==> config.mk <==
export PLATFORM = sky130hd
export DESIGN_NAME = stack_ctrl
export DESIGN_NICKNAME = d
export VERILOG_FILES = /design/src/rtl/stack_ctrl.sv
export SDC_FILE = /design/constraint.sdc
export NUM_CORES = 1
export LEC_CHECK = 0
export CORE_MARGIN = 1
export CORE_UTILIZATION = 30
export CTS_BUF_LIST = sky130_fd_sc_hd__clkbuf_8
export CTS_CLUSTER_DIAMETER = 100
export CTS_CLUSTER_SIZE = 16
export DETAILED_ROUTE_END_ITERATION = 10
export HOLD_SLACK_MARGIN = 0.06
export PLACE_DENSITY = 0.66
export SKIP_LAST_GASP = 1
export SLEW_MARGIN = 20
export SYNTH_ARGS = -nofsm -noshare
export SYNTH_HDL_FRONTEND = slang
export SYNTH_SLANG_ARGS = --single-unit
==> constraint.sdc <==
create_clock -name phi2 -period 3.33 [get_ports phi2]
set_input_delay 0.666 -clock phi2 [delete_from_list [all_inputs] [get_ports phi2]]
set_output_delay 0.666 -clock phi2 [all_outputs]
set_load 0.01 [all_outputs]
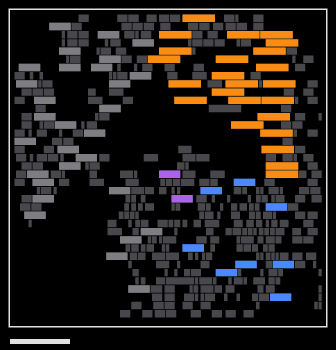
Run 1: sequential cells grouped by signal name
Scale bar: 20 microns. Other sequential cells in the stronger grey, the rest of the logic in the fainter grey.
Key: purple = cnt_q [placed flops 2]; blue = sp [placed flops 8, where south-east]; orange = data_q [placed flops 24]
Another 29 sequential cells are not coloured.
Seq. cell area: 1501 sq um
fin util: 43.09%
sequential share of cell area: 33.91%
P_seq: 1.00 mW

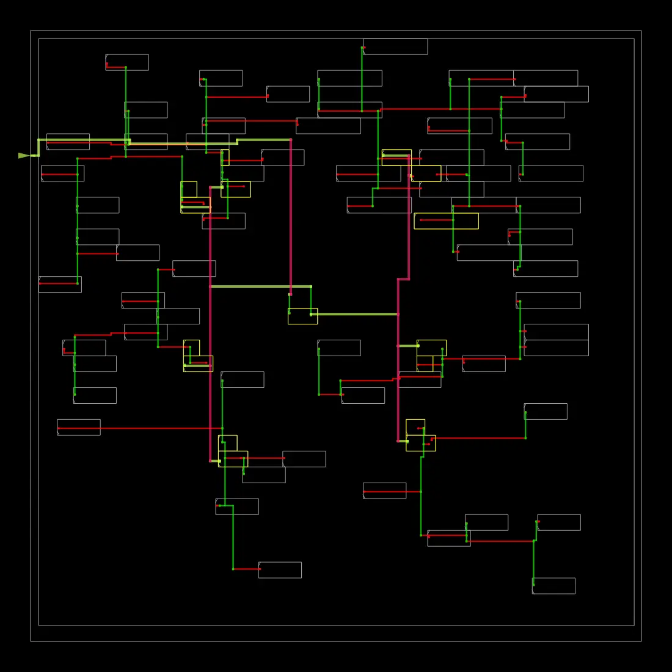
Run 1: clock routing
Clock Latency Late Sink: 0.34 ns
Clock Skew: 0.01062 ns
Sink Count: 63
Power Clock: 0.667 mW
Clock Buffer Count: 9

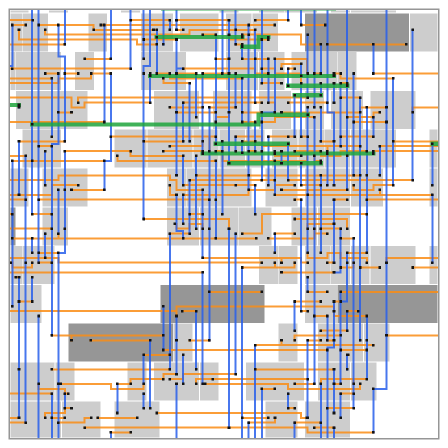
Run 1: layout detail
Window x 64 to 94, y 11 to 41 microns. Cells in grey, sequential cells in the stronger grey; small squares are vias.
Key: orange = M1; blue = M2; green = M3
Most frequent: nand2_1 (9), nor3_1 (5). 74 logic cells have their middle in the window. Sequential cells in the window: 4.

==> flow_summary.toml, run 1 <==
# generated from flow reports
[finish]
logic_area_sq_um = 1488
diodes = 0
lay_top_count = "clkdlybuf4s50_1"
seq_cells = 63
num-multi-input-gates = 220
synthToLayoutAreaGrowth_pct = 39.83
nNetsFinal = 474
buf_share_pct = 22.83
largestClassByArea = "flip-flops and latches"
drive_gt1_share_pct = 5.995
lay_top_cells = "98 x clkdlybuf4s50_1, 46 x nor2_1, 39 x dfxtp_1"
nNonClkBuffers = 102
nonClockInverterCount = 16
fillers = 1011
comb-cell-share_pct = 33.60
clk_share_pct = 4.465

[power_and_ir_drop]
pwr-share-seq_pct = 38.1
totalPowerFinal_mw = 2.633
powerComb_mw = 0.963
switchingPower_mw = 0.9271
power.group.top = "registers"
pwr-share-clk_pct = 25.3
switching_share_pct = 35.20
peakVddDrop_uv = 207.3
comb_power_share_pct = 36.6
power.static_leakage_nw = 1.774
p_per_area_nw_per_um2 = 594.7
p_int_mw = 1.706

[routing]
via_per_inst = 4.823
wl_per_cell_microns = 14.51
wirelength_met1_microns = 3547
vias = 2667
dr_wl_met2_microns = 3845
ant_nets = 0
drt_iter0_drc = 93
top_layer = "met4"
drt_wl_total_microns = 8023
met3_length_microns = 507
drc = 0
first_pass_iters = 4

[logic_synthesis]
async_flop_share_pct = 0
ys_seq_elements = 63
syn_area_per_cell_sq_um = 9.896
yosysUniqueCellTypes = 48
syn_area_sq_um = 3167
edf_count = 24
netlist.area_leader.share_pct = 24.65
top_area_cell = "dfxtp_1"
synthTopCellsByCount = "47 x nor2_1, 39 x dfxtp_1, 27 x mux2i_1, 24 x edfxtp_1, 18 x nand2_1"
yosys_warnings = 0
top_cell = "nor2_1"
syn_inst = 320
synthFlopType = "dfxtp_1"
synth_seq_share_pct = 47.41
synth_stat.cells = 320
yosys.stat.chipArea_sq_um = 3167
area_leaders = "dfxtp_1 25%, edfxtp_1 23%, mux2i_1 8.5%, ha_1 5.9%, nor2_1 5.6%"

[setup_path]
cp_slowest_stage_delay_ns = 0.55
path_depth = 5
endpoint_kind = "output port"
reg2regPathDepth = 6
cp.required_ns = 2.66
critPathTopFamily = "buffers and inverters"
path_max_fanout = 10
worstPathCellList = "ha_1 -> nand2_1 -> nor3_1 -> xor2_1 -> clkdlybuf4s50_1"
cp_slowest_cell = "clkdlybuf4s50_1"
path_class = "reg2out"
r2r_setup_slack_ns = 1.09
critPathLaunchType = "register"
worst_ep_arrival_time_ns = 2.27
path_buffers = 1

[global_routing]
grt.total_usage_pct = 14.69
overflow = 0
grt_antenna_before_repair = 0
grt-busiest-layer = "met2"
grt_use_met3_pct = 3.868
grt_pass1_vias = 2584
grt_max_degree = 38
met2_usage_pct = 25.40
grt_pass1_wl_microns = 12650
met1_usage_pct = 17.02

[sta]
finalSetupViolations = 0
finalHoldViolCount = 0
finalClockPeriodUsage_pct = 88.13
setup_tns_ns = 0
fmax_mhz = 340.8
slew_viol_final = 0
tightest_slew_ns = 0.7045
slew-limit-headroom_pct = 53.03
period_minus_slack_ns = 2.935
rsz0062_at_grt = "false"

[run]
timing.max_cap.violations = 0
log.warning_count = 36

[worst_hold_path]
whs_path_depth = 2
hold_path.class = "reg2reg"

[floorplan]
chipHeight_microns = 104.7
row_count = 37
nWellTaps = 136
die_w_microns = 104.7
coreArea_sq_um = 10280
fp_util_pct = 30.81
die_area_sq_um = 10970
ioPinCount = 107

[cts]
clk_path_buf_depth = 2
postCtsSetupBuffers = 0
hold_buffers = 0
root_buffer = "clkbuf_8"
cts_resized = 0
cts_tree = "built"
clk_pin_slew_ns = 0.08
htree_levels = 3
numCtsBuffers = 9

[placed_design]
routabilityCongestion = 0.8370
port-buffer-count = 98
hpwl_microns = 5464

[outcome]
outcome = "complete, no violations"
[run 1: logic make-up (layout without fill, tap and decap cells)]
family                     count (synthesis)  in the layout  synth area share (%)
buffers and inverters                     43            134                 6.400
and+or+nand+nor                          103            103                 15.13
adders and majority gates                 15             15                 5.927
DFF                                       63             63                 47.41
other                                      2              8                0.2371
AOI/OAI and AO/OA                         55             55                 12.96
muxes                                     28             28                 8.890
xor gates and xnor gates                  11             11                 3.042
[run 1: through the flow]
stage                     utilization, %  std cells  cell area (sq um)  hold WS (ns)  worst slack, ns
final                              43.09        553               4428        0.4952           0.3954
after global routing               43.09        553               4428        0.5328           0.2332
after CTS                          43.09        553               4428        0.5054           0.3682
after detailed placement           41.16        537               4230        0.4875           0.7585
after global placement             41.16        537               4230        0.4805           0.7985
after floorplan                        -        326               3189        0.4663           0.9163
==> run 2: changes to the inputs <==
--- a/config.mk
+++ b/config.mk
@@ -5,9 +5,10 @@
 export SDC_FILE = /design/constraint.sdc
 export NUM_CORES = 1
 export LEC_CHECK = 0
+export ABC_CLOCK_PERIOD_IN_PS = 3330
 export CORE_MARGIN = 1
 export CORE_UTILIZATION = 30
-export CTS_BUF_LIST = sky130_fd_sc_hd__clkbuf_8
+export CTS_BUF_LIST = sky130_fd_sc_hd__clkbuf_4
 export CTS_CLUSTER_DIAMETER = 100
 export CTS_CLUSTER_SIZE = 16
 export DETAILED_ROUTE_END_ITERATION = 10
==> constraint.sdc (replaced) <==
create_clock -name phi2 -period 3.33 [get_ports phi2]
set_input_delay 0.666 -clock phi2 [delete_from_list [all_inputs] [get_ports phi2]]
set_output_delay 0.666 -clock phi2 [all_outputs]
set_load 0.1 [all_outputs]
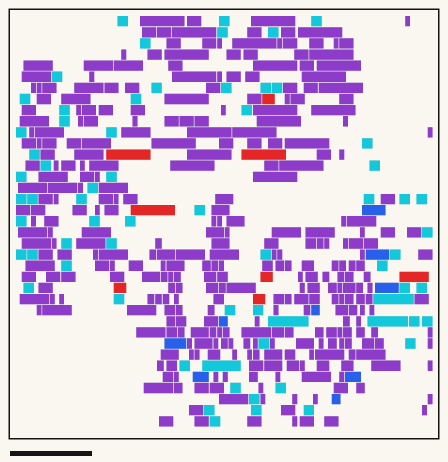
Run 2: sizing map
Scale bar: 20 microns.
Key: red = x6 and larger [cells 8, share 1.9%, most used inv_6]; cyan = x3 and x4 [cells 66, share 16%, most used buf_4]; purple = x1 and smaller [cells 332, share 80%]; blue = x2 [cells 9, share 2.2%, most used xnor2_2]
final instance area: 4372 sq um
area grow syn2layout: 38.05%
Non-clock buffers: 100
Worst Slack Setup Final: 0.2635 ns

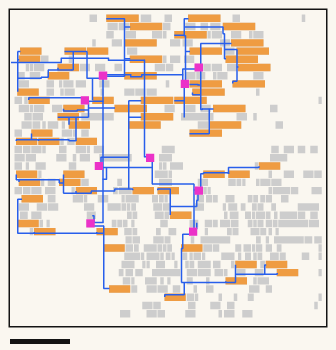
Run 2: clock distribution
Scale bar: 20 microns.
Key: magenta = clock-net drivers [count 9]; orange = flip-flops [count 63]; blue = clock wires [length 875 microns]
Position of the flops: widely spread. There are 10 routed clock nets.
Clock Skew: 0.01290 ns
Power Clock: 0.705 mW
Clock Latency Late Sink: 0.41 ns
clock share of power: 20.7%

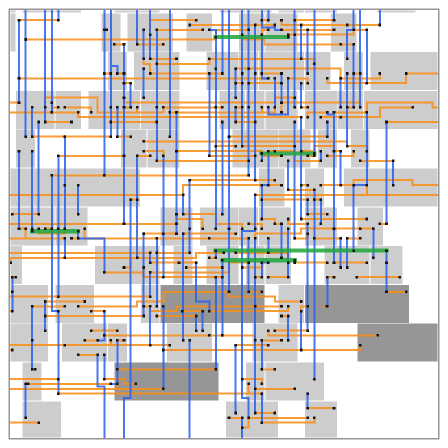
Run 2: layout detail
Window x 64 to 94, y 11 to 41 microns. Cells in grey, sequential cells in the stronger grey; small squares are vias.

==> flow_summary.toml, run 2 <==
# generated from flow reports
[cts]
clk_pin_slew_ns = 0.11
clock-sinks = 63
clk_path_buf_depth = 2
cts_tree = "built"
htree_levels = 3
hold_buffers = 0
numCtsBuffers = 9
root_buffer = "clkbuf_4"
cts_resized = 0
postCtsSetupBuffers = 0

[sta]
slew-limit-headroom_pct = 51.11
finalClockPeriodUsage_pct = 92.09
period_minus_slack_ns = 3.067
finalSetupViolations = 0
whs_ns = 0.5067
setup_tns_ns = 0
rsz0062_at_grt = "false"
finalHoldViolCount = 0
fmax_mhz = 326.1

[finish]
lay_top_count = "buf_4"
lay_top_cells = "53 x buf_4, 46 x nor2_1, 46 x clkdlybuf4s50_1"
drive_gt1_share_pct = 20.00
fin_util_pct = 42.54
fin_cells = 551
diodes = 0
nNetsFinal = 472

[logic_synthesis]
synth_seq_share_pct = 47.41
netlist.area_leader.share_pct = 24.65
yosys.stat.chipArea_sq_um = 3167
top_area_cell = "dfxtp_1"
mux_share_pct = 8.890
area_leaders = "dfxtp_1 25%, edfxtp_1 23%, mux2i_1 8.5%, ha_1 5.9%, nor2_1 5.6%"
ys_sh_xor_pct = 3.042
synthAdderAreaFrac_pct = 5.927
yosysUniqueCellTypes = 48
syn_area_per_cell_sq_um = 9.896
syn_inst = 320
top_cell = "nor2_1"
yosys_warnings = 0
syn_area_sq_um = 3167
synthTopCellsByCount = "47 x nor2_1, 39 x dfxtp_1, 27 x mux2i_1, 24 x edfxtp_1, 18 x nand2_1"
top_logic_kind = "simple AND/OR/NAND/NOR gates"
edf_count = 24
ys_sh_aoi_pct = 12.96
ys_seq_elements = 63
synth_stat.cells = 320
synthFlopType = "dfxtp_1"

[placed_design]
placedCellCount = 535
routabilityCongestion = 0.7676
hpwl_microns = 5647
place_area_sq_um = 4179
port-buffer-count = 98

[power_and_ir_drop]
comb_power_share_pct = 49.0
p_int_mw = 1.740
powerSeq_mw = 1.03
switching_share_pct = 48.76
switchingPower_mw = 1.656
totalPowerFinal_mw = 3.397
peakVddDrop_uv = 490.4
power.static_leakage_nw = 1.885
powerComb_mw = 1.66
pwr-share-seq_pct = 30.3
power.group.top = "combinational cells"

[run]
log.warning_count = 36
timing.max_cap.violations = 0

[routing]
ant_nets = 0
first_pass_iters = 4
drt_wl_total_microns = 7830
drt_iter0_drc = 115
drc = 0
vias = 2665
top_layer = "met4"
wirelength_met1_microns = 3320
met3_length_microns = 580
wl_per_cell_microns = 14.21
dr_wl_met2_microns = 3822

[global_routing]
met2_usage_pct = 24.65
grt_use_met3_pct = 5.178
grt_pass1_vias = 2569
grt.total_usage_pct = 14.78
overflow = 0
grt_pass1_wl_microns = 12710
grt_max_degree = 38
grt-busiest-layer = "met2"
grt_antenna_before_repair = 0
met1_usage_pct = 17.64

[floorplan]
die_area_sq_um = 10970
row_count = 37
ioPinCount = 107
die_w_microns = 104.7
fp_util_pct = 30.81
chipHeight_microns = 104.7
coreArea_sq_um = 10280

[setup_path]
r2r_setup_slack_ns = 1.06
path_buffers = 2
critPathLaunchType = "register"
path_max_fanout = 23
endpoint_kind = "output port"
path_depth = 6
path_class = "reg2out"
cp_slowest_cell = "nor3_1"
critPathTopFamily = "simple AND/OR/NAND/NOR gates"
worst_ep_arrival_time_ns = 2.40
cp.required_ns = 2.66
worstPathCellList = "inv_1 -> ha_2 -> nand2_1 -> nor3_1 -> xor2_4 -> buf_12"
reg2regPathDepth = 6
cp_slowest_stage_delay_ns = 0.50

[worst_hold_path]
whs_path_depth = 2

[outcome]
outcome = "complete, no violations"
[run 2: netlist changes by cell type in the layout (fill, tap and decap cells not counted), sizes merged]
cell | before | now
buf | 4 | 54
bufinv | 1 | 3
clkdlybuf4s50 | 98 | 46
clkinv | 3 | 0
clkinvlp | 3 | 0
inv | 16 | 20
[run 2: cell type report]
cell class | count | area, sq um
fillers | 1013 | 5906
multi-input cells | 220 | 1569
flip-flops and latches | 63 | 1501
repair buffers | 100 | 878.3
well taps | 136 | 170.2
clock inverters | 7 | 125.1
clock buffers | 9 | 67.56
inverters | 16 | 60.06
[run 2: tightest hold or removal path: stages (launching register included)]
cell	delay [ns]
dfxtp_1	0.34
o21ai_0	0.07
a21oi_1	0.06
Power is estimated from default activity; no workload was simulated.
